### Signal wires on met1

(2 px per µm)
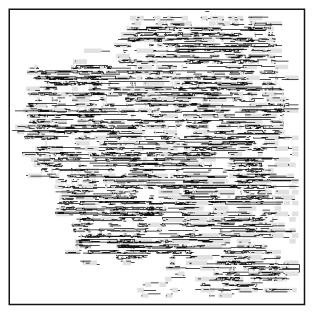
### M2 wires

(3 px per µm)
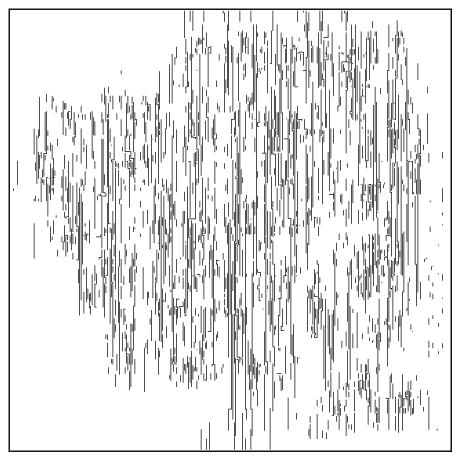
==> config.mk <==
export PLATFORM = sky130hd
export DESIGN_NAME = seg7_scan_ctrl_flat
export DESIGN_NICKNAME = d
export VERILOG_FILES = /design/src/rtl/seg7_pkg.sv /design/src/rtl/seg7_scan_ctrl_if.sv /design/src/rtl/seg7_scan_ctrl_bin2bcd_seq.sv /design/src/rtl/seg7_scan_ctrl.sv /design/src/flat_wrapper.sv
export SDC_FILE = /design/constraint.sdc
export NUM_CORES = 1
export LEC_CHECK = 0
export CAP_MARGIN = 20
export CORE_MARGIN = 2
export CORE_UTILIZATION = 40
export DETAILED_ROUTE_END_ITERATION = 10
export GPL_TIMING_DRIVEN = 0
export PLACE_DENSITY_LB_ADDON = 0.2
export SYNTH_ARGS = -nofsm -noshare
export SYNTH_HDL_FRONTEND = slang
export SYNTH_SLANG_ARGS = --single-unit
==> constraint.sdc <==
create_clock -name clk -period 5.1 [get_ports clk]
set_clock_uncertainty 0.1 [all_clocks]
set_input_delay 0.51 -clock clk [delete_from_list [all_inputs] [get_ports clk]]
set_output_delay 0.51 -clock clk [all_outputs]
set_load 0.02 [all_outputs]
==> src/rtl/seg7_pkg.sv <==
// Shared constants, FSM state type and hex-to-segment lookup for the
// seven-segment scan controller.
package seg7_pkg;

  localparam int SRC_W      = 32;
  localparam int BCD_DIGITS = 10;
  localparam int BCD_W      = 4 * BCD_DIGITS;

  localparam logic [7:0] SEG_BLANK = 8'h00;

  // Active-high segments, bit7 = dp (never lit), bits 6..0 = g..a
  localparam logic [7:0] SEG_TABLE [16] = '{
    8'h3F, 8'h06, 8'h5B, 8'h4F, 8'h66, 8'h6D, 8'h7D, 8'h07,
    8'h7F, 8'h6F, 8'h77, 8'h7C, 8'h39, 8'h5E, 8'h79, 8'h71
  };

  typedef enum logic {
    IDLE = 1'b0,
    CONV = 1'b1
  } state_t;

  function automatic logic [7:0] hex_to_seg(input logic [3:0] nib);
    return SEG_TABLE[nib];
  endfunction

endpackage

==> src/rtl/seg7_scan_ctrl_if.sv <==
// Display-side bundle between the value source and the scan controller.
interface seg7_scan_ctrl_if;
  import seg7_pkg::*;

  logic [SRC_W-1:0] value;
  logic             dec_mode;
  logic             blank_lz;
  logic [7:0]       seg;
  logic [2:0]       del;
  logic             busy;
  logic             ovf;

  modport master (
    output value, dec_mode, blank_lz,
    input  seg, del, busy, ovf
  );

  modport slave (
    input  value, dec_mode, blank_lz,
    output seg, del, busy, ovf
  );

endinterface

==> src/rtl/seg7_scan_ctrl_bin2bcd_seq.sv <==
// Sequential double-dabble: 32-bit binary to 10 BCD digits, one bit per clk.
// Result is valid in o_bcd while o_done pulses, 32 clk after the start edge.
module bin2bcd_seq
  import seg7_pkg::*;
(
  input  logic             clk,
  input  logic             rst,
  input  logic             i_start,
  input  logic [SRC_W-1:0] i_bin,
  output logic             o_busy,
  output logic             o_done,
  output logic [BCD_W-1:0] o_bcd
);

  logic [SRC_W-1:0]       r_src;
  logic [BCD_W-1:0]       r_bcd;
  logic [4:0]             r_cnt;
  logic                   r_busy;
  logic                   r_done;
  logic [BCD_W-1:0]       w_adj;
  logic [BCD_W+SRC_W-1:0] w_shift;

  // NOTE: w_adj takes its default before the loop so no path leaves it unassigned.
  always_comb begin
    w_adj = r_bcd;
    for (int k = 0; k < BCD_DIGITS; k++) begin
      if (r_bcd[4*k +: 4] >= 4'd5) w_adj[4*k +: 4] = r_bcd[4*k +: 4] + 4'd3;
    end
  end

  assign w_shift = {w_adj, r_src} << 1;

  // NOTE: state registers use non-blocking assignment only.
  always_ff @(posedge clk) begin
    if (rst) begin
      r_src  <= '0;
      r_bcd  <= '0;
      r_cnt  <= '0;
      r_busy <= 1'b0;
      r_done <= 1'b0;
    end else begin
      r_done <= 1'b0;
      if (i_start && !r_busy) begin
        r_src  <= i_bin;
        r_bcd  <= '0;
        r_cnt  <= '0;
        r_busy <= 1'b1;
      end else if (r_busy) begin
        r_bcd <= w_shift[BCD_W+SRC_W-1:SRC_W];
        r_src <= w_shift[SRC_W-1:0];
        r_cnt <= r_cnt + 5'd1;
        if (r_cnt == 5'd31) begin
          r_busy <= 1'b0;
          r_done <= 1'b1;
        end
      end
    end
  end

  assign o_busy = r_busy;
  assign o_done = r_done;
  assign o_bcd  = r_bcd;

endmodule

==> src/rtl/seg7_scan_ctrl.sv <==
// Seven-segment scan controller: captures the displayed value, converts to
// hex or decimal digits, and multiplexes them onto one segment bus.
module seg7_scan_ctrl
  import seg7_pkg::*;
#(
  parameter int NUM_DIGITS  = 4,
  parameter int REFRESH_DIV = 50000
) (
  input  logic           clk,
  input  logic           rst,
  seg7_scan_ctrl_if.slave bus
);

  localparam int             PW       = (REFRESH_DIV > 1) ? $clog2(REFRESH_DIV) : 1;
  localparam logic [PW-1:0]  PRE_LAST = PW'(REFRESH_DIV - 1);
  localparam logic [2:0]     IDX_LAST = 3'(NUM_DIGITS - 1);

  state_t           r_state;
  state_t           w_next;
  logic [SRC_W-1:0] r_shown_value;
  logic             r_shown_mode;
  logic [3:0]       r_digit [8];
  logic             r_ovf;
  logic [PW-1:0]    r_prescale;
  logic [2:0]       r_idx;
  logic [7:0]       r_seg;
  logic [2:0]       r_del;

  logic             w_capture;
  logic             w_start;
  logic             w_load_hex;
  logic             w_load_dec;
  logic [BCD_W-1:0] w_bcd;
  logic             w_bcd_busy;
  logic             w_bcd_done;
  logic             w_hex_ovf;
  logic             w_dec_ovf;
  logic [7:0]       w_blank;
  logic             w_zero_run;
  logic [7:0]       w_seg_next;

  bin2bcd_seq u_bin2bcd (
    .clk     (clk),
    .rst     (rst),
    .i_start (w_start),
    .i_bin   (bus.value),
    .o_busy  (w_bcd_busy),
    .o_done  (w_bcd_done),
    .o_bcd   (w_bcd)
  );

  always_ff @(posedge clk) begin
    if (rst) r_state <= IDLE;
    else     r_state <= w_next;
  end

  // Inputs are only compared in IDLE, so a change during CONV is picked up
  // on the first IDLE cycle after the result lands.
  always_comb begin
    w_next     = r_state;
    w_capture  = 1'b0;
    w_start    = 1'b0;
    w_load_hex = 1'b0;
    w_load_dec = 1'b0;
    case (r_state)
      IDLE: begin
        if ((bus.value != r_shown_value) || (bus.dec_mode != r_shown_mode)) begin
          w_capture = 1'b1;
          if (bus.dec_mode) begin
            w_start = 1'b1;
            w_next  = CONV;
          end else begin
            w_load_hex = 1'b1;
          end
        end
      end
      CONV: begin
        if (w_bcd_done) begin
          w_load_dec = 1'b1;
          w_next     = IDLE;
        end
      end
      default: w_next = IDLE;
    endcase
  end

  assign w_hex_ovf = |(bus.value >> (4 * NUM_DIGITS));
  assign w_dec_ovf = |(w_bcd >> (4 * NUM_DIGITS));

  // NOTE: the digit array is small and must read as zero after reset, so every entry is reset.
  always_ff @(posedge clk) begin
    if (rst) begin
      r_shown_value <= '0;
      r_shown_mode  <= 1'b0;
      r_ovf         <= 1'b0;
      for (int k = 0; k < 8; k++) r_digit[k] <= 4'd0;
    end else begin
      if (w_capture) begin
        r_shown_value <= bus.value;
        r_shown_mode  <= bus.dec_mode;
      end
      if (w_load_hex) begin
        for (int k = 0; k < NUM_DIGITS; k++) r_digit[k] <= bus.value[4*k +: 4];
        r_ovf <= w_hex_ovf;
      end else if (w_load_dec) begin
        for (int k = 0; k < NUM_DIGITS; k++) r_digit[k] <= w_bcd[4*k +: 4];
        r_ovf <= w_dec_ovf;
      end
    end
  end

  // A digit is blank when it and every displayed digit above it are zero.
  always_comb begin
    w_zero_run = 1'b1;
    w_blank    = '0;
    for (int k = NUM_DIGITS - 1; k > 0; k--) begin
      w_zero_run = w_zero_run && (r_digit[k] == 4'd0);
      w_blank[k] = w_zero_run;
    end
  end

  assign w_seg_next = (bus.blank_lz && w_blank[r_idx]) ? SEG_BLANK
                                                       : hex_to_seg(r_digit[r_idx]);

  always_ff @(posedge clk) begin
    if (rst) begin
      r_prescale <= '0;
      r_idx      <= '0;
      r_seg      <= hex_to_seg(4'h0);
      r_del      <= '0;
    end else begin
      r_seg <= w_seg_next;
      r_del <= r_idx;
      if (r_prescale == PRE_LAST) begin
        r_prescale <= '0;
        r_idx      <= (r_idx == IDX_LAST) ? 3'd0 : r_idx + 3'd1;
      end else begin
        r_prescale <= r_prescale + PW'(1);
      end
    end
  end

  assign bus.seg  = r_seg;
  assign bus.del  = r_del;
  assign bus.busy = w_bcd_busy;
  assign bus.ovf  = r_ovf;

endmodule

==> src/flat_wrapper.sv <==
// flat-port wrapper written by rule: the top's interface ports become plain ports
module seg7_scan_ctrl_flat import seg7_pkg::*;
#(
  parameter int NUM_DIGITS  = 4,
  parameter int REFRESH_DIV = 50000
)
  (clk, rst, bus_value, bus_dec_mode, bus_blank_lz, bus_seg, bus_del, bus_busy, bus_ovf);
  seg7_scan_ctrl_if bus_i ();
  input  logic clk;
  input  logic rst;
  input wire logic [$bits(bus_i.value)-1:0] bus_value;
  input wire logic [$bits(bus_i.dec_mode)-1:0] bus_dec_mode;
  input wire logic [$bits(bus_i.blank_lz)-1:0] bus_blank_lz;
  output wire logic [$bits(bus_i.seg)-1:0] bus_seg;
  output wire logic [$bits(bus_i.del)-1:0] bus_del;
  output wire logic [$bits(bus_i.busy)-1:0] bus_busy;
  output wire logic [$bits(bus_i.ovf)-1:0] bus_ovf;
  assign bus_i.value = bus_value;
  assign bus_i.dec_mode = bus_dec_mode;
  assign bus_i.blank_lz = bus_blank_lz;
  assign bus_seg = bus_i.seg;
  assign bus_del = bus_i.del;
  assign bus_busy = bus_i.busy;
  assign bus_ovf = bus_i.ovf;
  seg7_scan_ctrl #(.NUM_DIGITS(NUM_DIGITS), .REFRESH_DIV(REFRESH_DIV)) u_core (.clk(clk), .rst(rst), .bus(bus_i));
endmodule
==> commit_impl_results.txt <==
Update PnR metrics after Yosys + OpenROAD run

- Leaving out the clock tree, the finished layout contains an inverter count of 63.
- Net count, final: 1090
* Number of global-route vias before repair: 6490
* Avg Synthesized Cell Area: 8.55 µm²
- Syn_nets: 1025
- Hold slack: 0.340 ns
* Cell count of the worst hold path: 1
- Unrepaired setup endpoints after global routing: false
- Crit path buf inv count: 2
- Final Wtd Congestion: 0.819
- DIE HEIGHT: 147 µm
* Filler instances: 1951
* Count of TritonRoute iterations in the first routing pass: 5
- Cells fill 47.6% of the core in the end.
- Pint: 0.00225 W
* Main area contributors: dfxtp_1, edfxtp_1, a21oi_1
- Counting buffers and inverters, the worst setup path is 7 cells deep.
* Aggregate global routing overflow: 0
- Looking at the reg2reg group, the worst path ends at u_core.r_digit[1][3].
- Synthesis warning total: 0
- The run finished with clean final reports.
- Across all setup checks in the final design, the least slack found is 1.62 ns.
- The final hold violation count recorded for this run is 0.
* Total combinational power: 0.000365 W
- Proportion of register bits with asynchronous set or reset after synthesis: 0%
- For this block, wires on met1 add up to 10100 µm.
- Net Sw Power: 0.000834 W
* Max-cap check violation count: 0
- Minimum setup slack among reg-to-reg paths: 1.99 ns
- The area fraction of the largest cell type after synthesis is 35.8%.
* Share of power burned in the clock network: 43.2%
- Maximum number of pins on one net before global-route repair: 17
- According to the dpl log, the detail-placed design has an HPWL of 15000 µm.
- In this run the tools logged warnings totalling 46.
- Launch point of the worst hold path: u_core.r_prescale[0]
* Worst setup path startpoint: bus_value[10]
- The layout report gives the multi-input gate share of total cell area as 44.8%.
* Most common library cell in the layout ignoring fill and taps: dfxtp_1
* Met3 wirelength from detailed routing: 943 µm
- Post-synthesis cell count: 954
- Synthesized registers: 162
* Cell breakdown of the critical path: clkdlybuf4s50_1 -> xor2_1 -> nor4_1 -> and4_1 -> a311oi_2 -> buf_2 -> nand2b_1
Notes on 'Signal wires on met1' above:
- nets with wire on the layer: 1017
- main direction: horizontal
- wire length on this layer: 10100 µm
- share of all routed wire: 49%
via count: 6778
met1 Track Usage GR: 27.2%
total routed wirelength: 20800 µm

Notes on 'M2 wires' above:
- wire length on this layer: 9270 µm
- share of all routed wire: 45%
- nets with wire on the layer: 834
GR Util met2: 31.3%

registers in the layout (all words and copies together) (netlist names), named ones only:
register,count
u_core.u_bin2bcd.o_bcd,40
u_core.r_shown_value,32
u_core.u_bin2bcd.r_src,32
u_core.r_digit,16
u_core.r_prescale,16
u_core.bus.seg,7
u_core.u_bin2bcd.r_cnt,5
u_core.bus.del,3
u_core.r_idx,3
u_core.bus.ovf,1
u_core.r_shown_mode,1
u_core.r_state,1
u_core.u_bin2bcd.o_busy,1
u_core.u_bin2bcd.o_done,1
per-layer routing:
| metal | global-route usage, % | up-vias |
|---|---|---|
| met5 | 0 | - |
| li1 | - | 3393 |
| met3 | 4.22 | 27 |
| met4 | 6.26 | 0 |
| met2 | 31.3 | 137 |
| met1 | 27.2 | 3221 |
Power and IR drop assume default switching activity.
